zoom.png
The bar under the picture is 10 microns long. Region (90, 48) to (120, 78) microns. Cells in gray, sequential cells in the stronger gray; small squares are vias.
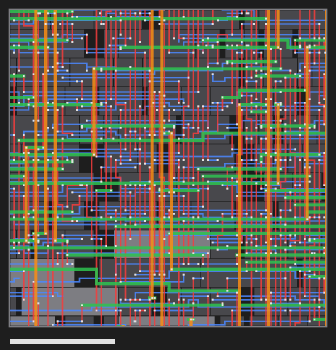
met4.png
Supply wires on this layer in gray.
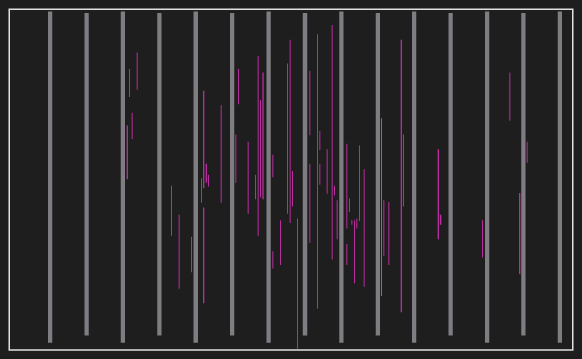
final_clocks.png
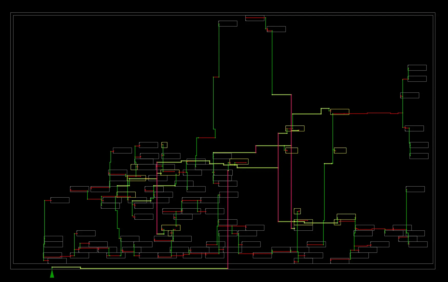
met1.png
Supply wires on this layer in gray.
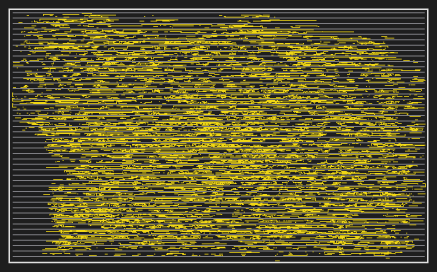
metal_stack.png
Two of the layers only.
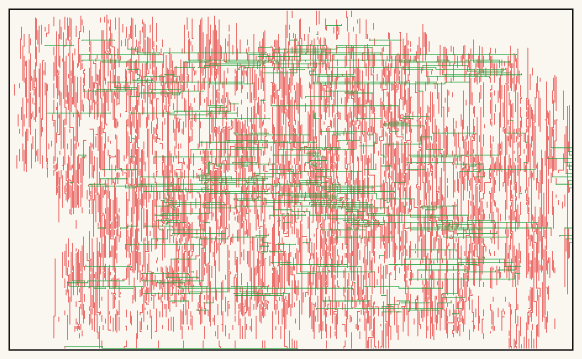
**config.mk**
```make
export PLATFORM = sky130hd
export DESIGN_NAME = series_eval
export DESIGN_NICKNAME = d
export VERILOG_FILES = /design/src/rtl/series_pkg.sv /design/src/rtl/series_eval_sat_mul.sv /design/src/rtl/series_eval.sv
export SDC_FILE = /design/constraint.sdc
export NUM_CORES = 1
export LEC_CHECK = 0
export CORE_ASPECT_RATIO = 0.6
export CORE_MARGIN = 1
export CORE_UTILIZATION = 58
export DETAILED_ROUTE_END_ITERATION = 10
export GPL_ROUTABILITY_DRIVEN = 0
export PLACE_DENSITY = 0.77
export SYNTH_ARGS = -nofsm -noshare
export SYNTH_HDL_FRONTEND = slang
export SYNTH_SLANG_ARGS = --single-unit
```
**constraint.sdc**
```tcl
create_clock -name clk -period 7.6 [get_ports clk]
set_input_delay 2.28 -clock clk [delete_from_list [all_inputs] [get_ports clk]]
set_output_delay 2.28 -clock clk [all_outputs]
set_load 0.02 [all_outputs]
```
**src/rtl/series_pkg.sv**
```systemverilog
// series_pkg -- shared definitions for the series evaluator.
//   * default parameter values (data width, fraction bits, term count)
//   * fixed-point ONE for the default format
//   * FSM state encodings (plain localparams so older code can include them)
//   * sat_check(): classifies a wide signed value against a WIDTH-bit range
package series_pkg;

  localparam int WIDTH_DEF  = 16;
  localparam int FRAC_DEF   = 12;
  localparam int NTERMS_DEF = 8;

  // 1.0 in the default Q(WIDTH-FRAC).FRAC format.
  localparam longint ONE_DEF = 64'sd1 <<< FRAC_DEF;

  localparam logic [2:0] S_IDLE = 3'd0;
  localparam logic [2:0] S_INIT = 3'd1;
  localparam logic [2:0] S_MULC = 3'd2;
  localparam logic [2:0] S_ACC  = 3'd3;
  localparam logic [2:0] S_MULX = 3'd4;
  localparam logic [2:0] S_DONE = 3'd5;

  typedef enum logic [1:0] {
    SAT_NONE = 2'd0,
    SAT_HI   = 2'd1,
    SAT_LO   = 2'd2
  } sat_e;

  // Reports whether v lies above, below or inside the signed range of a
  // w-bit two's-complement number. The caller substitutes the rail value.
  function automatic sat_e sat_check(input logic signed [63:0] v, input int w);
    logic signed [63:0] hi;
    logic signed [63:0] lo;
    hi = (64'sd1 <<< (w - 1)) - 64'sd1;
    lo = -(64'sd1 <<< (w - 1));
    if (v > hi) return SAT_HI;
    if (v < lo) return SAT_LO;
    return SAT_NONE;
  endfunction

endpackage

```
**src/rtl/series_eval_sat_mul.sv**
```systemverilog
// sat_mul -- combinational signed fixed-point multiplier.
//   a, b : WIDTH-bit signed operands, FRAC fractional bits
//   y    : (a*b) >>> FRAC, truncated toward -inf, saturated to WIDTH bits
//   ovf  : high when y was clamped to a rail
module sat_mul
  import series_pkg::*;
#(
  parameter int WIDTH = WIDTH_DEF,
  parameter int FRAC  = FRAC_DEF
) (
  input  logic signed [WIDTH-1:0] a,
  input  logic signed [WIDTH-1:0] b,
  output logic signed [WIDTH-1:0] y,
  output logic                    ovf
);

  localparam logic signed [WIDTH-1:0] SMAX = {1'b0, {(WIDTH-1){1'b1}}};
  localparam logic signed [WIDTH-1:0] SMIN = {1'b1, {(WIDTH-1){1'b0}}};

  logic signed [2*WIDTH-1:0] prod;
  logic signed [63:0]        wide;
  logic signed [63:0]        shifted;
  sat_e                      sat;

  // NOTE: every variable assigned in always_comb gets a value on every path
  // (here unconditionally), otherwise synthesis infers a latch.
  always_comb begin
    prod    = a * b;
    wide    = 64'(prod);          // signed cast sign-extends
    shifted = wide >>> FRAC;
    sat     = sat_check(shifted, WIDTH);
    ovf     = (sat != SAT_NONE);
    case (sat)
      SAT_HI:  y = SMAX;
      SAT_LO:  y = SMIN;
      default: y = shifted[WIDTH-1:0];
    endcase
  end

endmodule

```
**src/rtl/series_eval.sv**
```systemverilog
// series_eval -- sequential evaluator of r = sum_{i<n} c_i * x^i in signed
// fixed point, using a single shared saturating multiplier.
//   clk, rst          : clock, asynchronous active-high reset
//   start, x, nterms  : request; x and nterms latched when accepted in IDLE
//   abort             : drop the current operation (no done, outputs kept)
//   coef_addr/data    : external combinational coefficient ROM port
//   ready / busy      : IDLE / not IDLE
//   done              : one-cycle completion pulse
//   result, ovf       : last completed sum and its sticky saturation flag
module series_eval
  import series_pkg::*;
#(
  parameter  int WIDTH  = WIDTH_DEF,
  parameter  int FRAC   = FRAC_DEF,
  parameter  int NTERMS = NTERMS_DEF,
  localparam int CW     = $clog2(NTERMS + 1)
) (
  input  logic                    clk,
  input  logic                    rst,
  input  logic                    start,
  input  logic                    abort,
  input  logic signed [WIDTH-1:0] x,
  input  logic        [CW-1:0]    nterms,
  output logic        [CW-1:0]    coef_addr,
  input  logic signed [WIDTH-1:0] coef_data,
  output logic                    ready,
  output logic                    busy,
  output logic                    done,
  output logic signed [WIDTH-1:0] result,
  output logic                    ovf
);

  localparam logic signed [WIDTH-1:0] ONE  = WIDTH'(1) << FRAC;
  localparam logic        [CW-1:0]    NMAX = CW'(NTERMS);
  localparam logic signed [WIDTH-1:0] SMAX = {1'b0, {(WIDTH-1){1'b1}}};
  localparam logic signed [WIDTH-1:0] SMIN = {1'b1, {(WIDTH-1){1'b0}}};

  logic        [2:0]       state_q,  state_d;
  logic signed [WIDTH-1:0] x_q,      x_d;
  logic        [CW-1:0]    n_q,      n_d;
  logic signed [WIDTH-1:0] t_q,      t_d;      // current power x^i
  logic signed [WIDTH-1:0] a_q,      a_d;      // running sum
  logic signed [WIDTH-1:0] p_q,      p_d;      // current term c_i*x^i
  logic        [CW-1:0]    i_q,      i_d;
  logic                    iovf_q,   iovf_d;   // sticky flag of this run
  logic signed [WIDTH-1:0] result_q, result_d;
  logic                    ovf_q,    ovf_d;

  // Shared multiplier: t*c_i in MULC, t*x in MULX.
  logic signed [WIDTH-1:0] mul_b;
  logic signed [WIDTH-1:0] mul_y;
  logic                    mul_ovf;

  assign mul_b = (state_q == S_MULX) ? x_q : coef_data;

  sat_mul #(.WIDTH(WIDTH), .FRAC(FRAC)) u_mul (
    .a   (t_q),
    .b   (mul_b),
    .y   (mul_y),
    .ovf (mul_ovf)
  );

  // Saturating accumulator add: one guard bit is enough to see overflow.
  logic signed [WIDTH:0]   sum_w;
  logic signed [WIDTH-1:0] add_y;
  logic                    add_ovf;
  sat_e                    add_sat;
  logic        [CW-1:0]    i_inc;

  always_comb begin
    sum_w   = {a_q[WIDTH-1], a_q} + {p_q[WIDTH-1], p_q};
    add_sat = sat_check(64'(sum_w), WIDTH);
    add_ovf = (add_sat != SAT_NONE);
    case (add_sat)
      SAT_HI:  add_y = SMAX;
      SAT_LO:  add_y = SMIN;
      default: add_y = sum_w[WIDTH-1:0];
    endcase
    i_inc = i_q + CW'(1);
  end

  always_comb begin
    state_d  = state_q;
    x_d      = x_q;
    n_d      = n_q;
    t_d      = t_q;
    a_d      = a_q;
    p_d      = p_q;
    i_d      = i_q;
    iovf_d   = iovf_q;
    result_d = result_q;
    ovf_d    = ovf_q;

    // abort outranks every other transition and touches nothing else.
    if (abort && (state_q != S_IDLE)) begin
      state_d = S_IDLE;
    end else begin
      case (state_q)
        S_IDLE: begin
          if (start) begin
            state_d = S_INIT;
            x_d     = x;
            n_d     = (nterms > NMAX) ? NMAX : nterms;
          end
        end
        S_INIT: begin
          t_d    = ONE;
          a_d    = '0;
          i_d    = '0;
          iovf_d = 1'b0;
          if (n_q != '0) begin
            state_d = S_MULC;
          end else begin
            // Empty series: the freshly cleared sum and flag are the answer.
            state_d  = S_DONE;
            result_d = '0;
            ovf_d    = 1'b0;
          end
        end
        S_MULC: begin
          p_d     = mul_y;
          iovf_d  = iovf_q | mul_ovf;
          state_d = S_ACC;
        end
        S_ACC: begin
          a_d    = add_y;
          iovf_d = iovf_q | add_ovf;
          i_d    = i_inc;
          if (i_inc == n_q) begin
            // result/ovf load on the edge entering DONE, so they take the
            // post-add values rather than the registered ones.
            state_d  = S_DONE;
            result_d = add_y;
            ovf_d    = iovf_q | add_ovf;
          end else begin
            state_d = S_MULX;
          end
        end
        S_MULX: begin
          t_d     = mul_y;
          iovf_d  = iovf_q | mul_ovf;
          state_d = S_MULC;
        end
        S_DONE:  state_d = S_IDLE;
        default: state_d = S_IDLE;
      endcase
    end
  end

  // NOTE: sequential state uses non-blocking (<=) so every flop samples the
  // pre-edge values; blocking here would create order-dependent races.
  // NOTE: every register, data path included, is cleared by rst so outputs
  // are defined immediately after reset (there is no memory array here).
  always_ff @(posedge clk or posedge rst) begin
    if (rst) begin
      state_q  <= S_IDLE;
      x_q      <= '0;
      n_q      <= '0;
      t_q      <= '0;
      a_q      <= '0;
      p_q      <= '0;
      i_q      <= '0;
      iovf_q   <= 1'b0;
      result_q <= '0;
      ovf_q    <= 1'b0;
    end else begin
      state_q  <= state_d;
      x_q      <= x_d;
      n_q      <= n_d;
      t_q      <= t_d;
      a_q      <= a_d;
      p_q      <= p_d;
      i_q      <= i_d;
      iovf_q   <= iovf_d;
      result_q <= result_d;
      ovf_q    <= ovf_d;
    end
  end

  assign coef_addr = i_q;
  assign ready     = (state_q == S_IDLE);
  assign busy      = (state_q != S_IDLE);
  assign done      = (state_q == S_DONE);
  assign result    = result_q;
  assign ovf       = ovf_q;

endmodule

```
==> Changelog: implementation <==
### Metrics

- Largest class: logic gates
- Ant. Diodes: 0
- Yosys warning tally: 0
- WP data arrival: 8.84 ns
- Synth Area in Compound Gates: 11.0%
- Slowest-stage cell, CP: fa_2
- H-tree Lvls: 3
- Critical-path maximum fanout: 8
- Logic area: 12200 sq um
- Worst Hold Depth: 1
- Top Ports: 64
- Stage-log warning count: 29
- Failing checks: setup timing
- Layout Cells excl Fill: 2183
- M2 GR Usage: 54.4%
- Period utilization: 113%
- CTS tree: done
- MaxCap Viol Count: 0
- Tightest Pin Transition: 1.19 ns
- Fill cells: 1563
- Hold Vio Cnt, Final: 0
- Final nets: 2247
- Comb area leader: adder cells
- Hpwl dp: 32500 microns
- CP Capture Type: flip-flop
- TNS Setup: -28.42 ns
- # DRC: 0
- Area grow syn2layout: 29.2%
- Outcome: finished with violations
- Post-Synthesis Cells: 1589
- Largest net degree at the start of global routing: 76
- Yosys simple share: 14.7%
- CP Launch Point: coef_data[3]
- Final setup fails: 33
- Synth top area cells: fa_1 35%, dfrtp_1 16%, ha_1 8.0%
- Cts hold-fix bufs: 0
- Distinct lib cells used: 66
- Placed Instance Area: 17400 sq um
- Met3 wire len: 4350 microns
- Max clock buf depth: 2
- Die Area: 26500 sq um
- Pre-Repair DR Iteration Count: 5
- Mux area share: 2.81%
- Post-placement setup slack: -1.76 ns
- Fin crit period: 8.57 ns
- CTS resizes: 179
- Port buffer count: 63
- Synth Register Bits: 93
- Chip Width: 209 microns
- Grt total ovfl: 0
- RSZ-0062 raised after global routing: true
- XOR/XNOR Area Share: 3.21%
- Crit-path max cell delay: 0.62 ns
- Final Util: 76.4%
- Type of the worst setup path: primary input to flip-flop
- Initial DRC Count: 1181
- Post-route cell area: 19400 sq um
- CP Depth: 27
- Final hold slack: 0.476 ns
- Share of post-route cells with drive strength above 1: 27.1%
- Met2 WL post-DR: 20600 microns
- Fraction of area in registers: 12.0%
- Most used routing layer in global routing: met2
- Placed insts: 2098
- Syn nets: 1987
- Non-clk buf share: 14.9%
- Met3 usage: 6.49%
- Most common cell in the netlist: inv_1
- Number of enable flip-flop cells: 0
- Cell type with the largest total area: fa_1
- # clock sinks: 93
- Clock root cell: clkbuf_16
- R2r setup slk: -0.05 ns
- FF-to-FF End: p_q[0]$_DFFE_PP0P_
- Worst Hold Launch: result[6]$_DFFE_PP0P_
- Post-Syn Area: 15000 sq um
- Post-synth ARST share: 100%
- Initial antenna violation count: 0
- Area share, top type: 35.0%
- Clk tree area frac: 1.53%
- Adders+Majority by Area: 43.0%
- Invs w/o clock: 317
- Most frequent cells in the layout: 295 x inv_1, 249 x fa_1, 200 x buf_4, 148 x nand2_1, 93 x dfrtp_1
- Synth Seq Share: 15.5%
- Worst r2r path cells: 29
- Flip-flop and latch area: 2330 sq um
- Flops: 93
- Vias in the first global route: 13350
- Setup ws final: -0.973 ns
- Reg clk slew, reported paths: 0.08 ns
- Chip Area, Yosys: 15000 sq um
- Worst slew margin: 20.3%
- Crit path required time: 7.87 ns
- Type of origin of the critical path: primary input
- Comb/total area: 63.3%
- Std-Cell Rows: 45
- Buf/Inv on CP: 9
- CP dominant cell by count: buf_6
- Commonest Layout Cell: inv_1
- Crit-path leading delay family: adder cells
- Syn avg cell area: 9.43 sq um
- Comb gates: 1113
- Post-CTS Repair Setup Buffers: 47
Notes on zoom.png above:
- orange: met4
- green: met3
- blue: met1
- red: met2
- most frequent: buf_4 (21), inv_1 (8), nand2_1 (5)
- netlist names of flops here include: t_q (3)
- cells with their middle in the window: 85
- sequential cells in the window: 3

Notes on met4.png above:
- longest straight run: 102 microns
- wire length on this layer: 1450 microns
- nets with wire on the layer: 45
- main direction: vertical
- share of all routed wire: 3.2%
final wirelength: 45300 microns
total vias in the final route: 12713

Notes on final_clocks.png above:
skew final: 0.0228 ns
CTS buffer count: 9
Insertion Delay late pin: 0.38 ns

Notes on met1.png above:
- share of all routed wire: 42%
- wire length on this layer: 18900 microns
- main direction: horizontal
met1 usage: 50.6%

Notes on metal_stack.png above:
- green: met3 (wire length 4350 microns)
- red: met2 (wire length 20.6 mm)
drt wl/cell: 20.7 microns
GRT Total Usage: 34.8%

